==> config.mk <==
export PLATFORM = sky130hd
export DESIGN_NAME = bit_serializer
export DESIGN_NICKNAME = d
export VERILOG_FILES = /design/src/rtl/bit_serializer.sv
export SDC_FILE = /design/constraint.sdc
export NUM_CORES = 1
export LEC_CHECK = 0
export CAP_MARGIN = 20
export CORE_MARGIN = 4
export CORE_UTILIZATION = 45
export CTS_CLUSTER_SIZE = 25
export DETAILED_ROUTE_END_ITERATION = 10
export GPL_TIMING_DRIVEN = 0
export PLACE_DENSITY_LB_ADDON = 0.25
export SLEW_MARGIN = 15
export SYNTH_ARGS = -nofsm -noshare
export SYNTH_HDL_FRONTEND = slang
export SYNTH_SLANG_ARGS = --single-unit
==> constraint.sdc <==
create_clock -name clk -period 1.6 [get_ports clk]
set_input_delay 0.24 -clock clk [delete_from_list [all_inputs] [get_ports clk]]
set_output_delay 0.24 -clock clk [all_outputs]
set_load 0.05 [all_outputs]
==> src/rtl/bit_serializer.sv <==
// bit_serializer: parallel-to-serial front end for the sequence detector.
// Ports: clk, rst (sync active-low), din/din_valid/din_ready in, A/A_valid/A_last out.
module bit_serializer #(
  parameter int WIDTH     = 8,
  parameter bit MSB_FIRST = 1'b1
) (
  input  logic             clk,
  input  logic             rst,
  input  logic [WIDTH-1:0] din,
  input  logic             din_valid,
  output logic             din_ready,
  output logic             A,
  output logic             A_valid,
  output logic             A_last
);

  localparam int CW = (WIDTH > 2) ? $clog2(WIDTH) : 1;
  localparam logic [CW-1:0] LAST = CW'(WIDTH - 1);

  typedef enum logic {
    IDLE,
    SHIFT
  } state_t;

  state_t           state;
  logic [WIDTH-1:0] shreg;
  logic [CW-1:0]    cnt;
  logic             last;
  logic             accept;
  logic             obit;

  assign last      = (state == SHIFT) && (cnt == LAST);
  assign accept    = din_valid && din_ready;
  assign obit      = MSB_FIRST ? shreg[WIDTH-1] : shreg[0];

  assign A_valid   = (state == SHIFT);
  assign A_last    = last;
  assign din_ready = (state == IDLE) || last;
  assign A         = (state == SHIFT) && obit;

  always_ff @(posedge clk) begin
    if (!rst) begin
      state <= IDLE;
      shreg <= '0;
      cnt   <= '0;
    end else if (accept) begin
      // a word on the last bit cycle chains in with no bubble
      state <= SHIFT;
      shreg <= din;
      cnt   <= '0;
    end else if (state == SHIFT) begin
      if (last) begin
        state <= IDLE;
        shreg <= '0;
        cnt   <= '0;
      end else begin
        if (MSB_FIRST)
          shreg <= {shreg[WIDTH-2:0], 1'b0};
        else
          shreg <= {1'b0, shreg[WIDTH-1:1]};
        cnt <= cnt + CW'(1);
      end
    end
  end

endmodule

Fig. 1: signal wires on met3
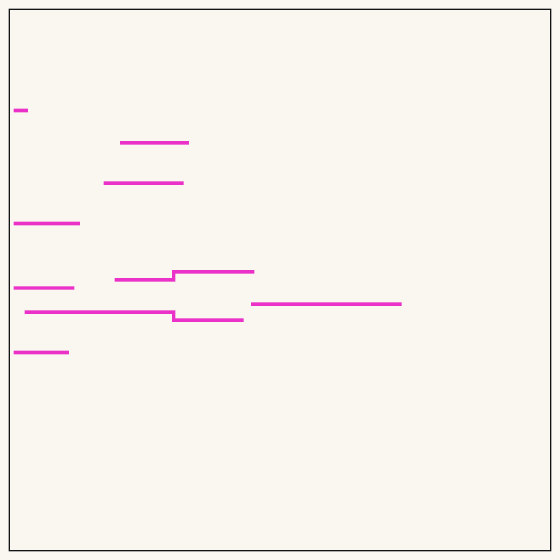
nets with wire on the layer	7
main direction	horizontal

Fig. 2: routed metal, one colour a layer
The bar under the picture is 10 um long. Two of the layers only.
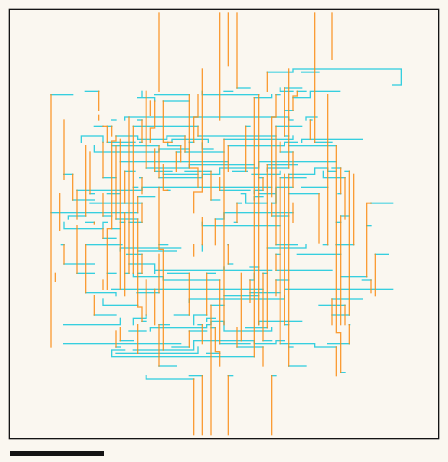
layer	colour	wire length
M2	orange	770 um
M1	cyan	640 um
sum of routed wire length over all layers: 1500 um
GRT Util Overall: 0.179

==> tab_implementation.tex <==
% Table of physical implementation metrics
\begin{tabular}{lr}
\hline
Metric & Value \\
\hline
\multicolumn{2}{l}{\textbf{Timing}} \\
\quad Fin Setup TNS & -7.40 ps \\
\quad Min Clock Period, post-route & 1610 ps \\
\quad Finish-stage setup viols & 1 \\
\quad Period Utilization, post-route & 1.00 \\
\quad Unrepaired setup endpoints after global routing & true \\
\quad Smallest setup slack after layout & -7.40 ps \\
\multicolumn{2}{l}{\textbf{Outcome}} \\
\quad Violated checks & setup timing \\
\quad Status & complete, but fails checks \\
\multicolumn{2}{l}{\textbf{Clock tree}} \\
\quad TritonCTS sink count & 12 \\
\quad Clock H-tree levels & 1 \\
\quad TritonCTS clock tree & done \\
\quad TritonCTS buffer count & 3 \\
\multicolumn{2}{l}{\textbf{Hold path}} \\
\quad Worst min-delay path class & reg2reg \\
\quad Worst Hold End & shreg[4] \\
\multicolumn{2}{l}{\textbf{Drt}} \\
\quad Antenna-violating nets left & 0 \\
\quad Avg WL per Cell & 13.7 um \\
\quad Iteration count of the initial detailed-routing pass & 4 \\
\multicolumn{2}{l}{\textbf{Worst setup path}} \\
\quad Critical path's top delay family & flip-flops \\
\quad Crit path DAT & 1370 ps \\
\quad R2R Path End & shreg[7] \\
\quad Critical R2R Launch & cnt[0] \\
\quad Data required, critical path & 1360 ps \\
\quad Worst Path Max Fanout & 3 \\
\quad Worst Setup SP & cnt[0] \\
\quad Critical Path End Type & output pin \\
\quad Minimum setup slack among reg-to-reg paths & 190 ps \\
\quad Type of origin of the critical path & flop \\
\quad Number of buffers and inverters on the critical path & 2 \\
\multicolumn{2}{l}{\textbf{Layout}} \\
\quad Commonest cells after routing, fill and taps aside & sky130\_fd\_sc\_hd\_\_clkdlybuf4s50\_1, sky130\_fd\_sc\_hd\_\_dfxtp\_1, sky130\_fd\_sc\_hd\_\_a21oi\_1 \\
\quad Logic area & 355 um\^{}2 \\
\quad Fillers & 114 \\
\quad Area-dominant cell class after layout & logic gates \\
\quad Diode count & 0 \\
\quad Final design utilization & 0.671 \\
\quad Fraction of final layout cells sized beyond drive strength 1 & 0.234 \\
\quad Clk tree area frac & 0.0410 \\
\multicolumn{2}{l}{\textbf{GRT}} \\
\quad Initial antenna violation count & 0 \\
\quad Largest net degree at the start of global routing & 11 \\
\multicolumn{2}{l}{\textbf{Flow run}} \\
\quad Tool Warnings & 28 \\
\multicolumn{2}{l}{\textbf{Synth}} \\
\quad Yosys top cell area share & 0.379 \\
\quad Post-synthesis net count & 87 \\
\quad Post-synthesis cell area & 634 um\^{}2 \\
\quad Number of flip-flops and latches in the synthesized netlist & 12 \\
\quad Yosys-reported design area after synthesis & 634 um\^{}2 \\
\multicolumn{2}{l}{\textbf{Floorplan}} \\
\quad TAP cells & 15 \\
\multicolumn{2}{l}{\textbf{Place}} \\
\quad Post-detailed-placement half-perimeter wirelength & 983 um \\
\quad Final Wtd Congestion & 0.767 \\
\quad Cell Count Post-Placement & 103 \\
\multicolumn{2}{l}{\textbf{Power}} \\
\quad Share of total power consumed by net switching & 0.258 \\
\quad Combinational fraction of design power & 0.199 \\
\hline
\end{tabular}
Fig. 3: met2 routing
The bar under the picture is 10 um long.
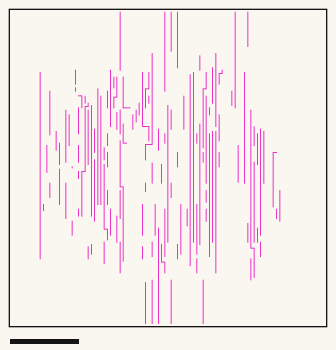
main direction	vertical
nets with wire on the layer	88
detailed-route via count: 590
met2 Track Usage GR: 0.267

Fig. 4: floorplan with the power grid
The bar under the picture is 10 um long. Pins as bars on the die edge.
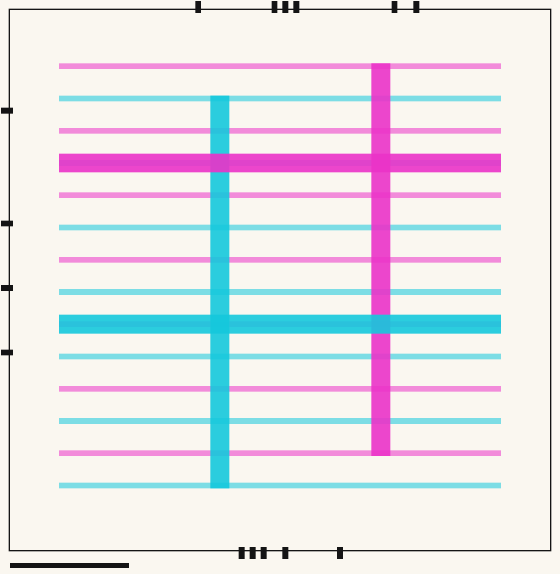
net	colour
VDD	magenta
VSS	cyan
met5 straps	2
met4 straps	2
rows	13
placeable core area: 1320 um^2
Chip Height: 45.5 um
Die X-Extent: 45.5 um
IR drop worst, VDD: 0.000663 V

routing by layer:
metal	vias up	global-route usage	share of wire
li1	304	-	-
met1	272	0.234	0.43
met2	12	0.267	0.51
met3	2	0.0593	0.047
met4	0	0.0702	0.011
met5	-	0	0
power groups by stage:
| stage | sequential, mW | clock, mW | combinational [mW] |
|---|---|---|---|
| 3_3_place_gp | 0.337 | 0 | 0.133 |
| 2_1_floorplan | 0.340 | 0 | 0.0781 |
| 5_1_grt | 0.335 | 0.261 | 0.156 |
| 3_5_place_dp | 0.337 | 0 | 0.136 |
| 4_1_cts | 0.332 | 0.243 | 0.140 |
| 6_report | 0.332 | 0.236 | 0.141 |
sequential cells by signal, indices dropped and copies added, names as in the netlist:
| register | flops |
|---|---|
| shreg | 8 |
| cnt | 3 |
| A_valid | 1 |
repair_timing:
item / CTS / global route
setup buffers: 2 / 1
endpoints found under the setup margin: 4 / 3
gates resized: 29 / 5
pin swaps: 0 / 1
tightest hold or removal path: stages (launching register included):
cell                      delay [ps]
sky130_fd_sc_hd__dfxtp_1         330
sky130_fd_sc_hd__a32oi_1          50
sky130_fd_sc_hd__a21oi_1         100
cells by family after synthesis:
kind of cell | count (synthesis) | synth area share
compound gates | 33 | 0.341
mux | 2 | 0.0316
flops | 12 | 0.379
buf+inv | 14 | 0.107
simple gates | 11 | 0.103
fa+ha+maj | 2 | 0.0394
per-stage QoR:
| stage | cell area (um^2) | hold slack, ps | total power [mW] |
|---|---|---|---|
| 2_1_floorplan | 636 | 368 | 0.419 |
| 3_3_place_gp | 795 | 497 | 0.470 |
| 3_5_place_dp | 795 | 509 | 0.473 |
| 4_1_cts | 876 | 527 | 0.715 |
| 5_1_grt | 885 | 550 | 0.751 |
| 6_report | 885 | 522 | 0.709 |
Power figures rest on the tool's default switching activity, not on a simulated workload.
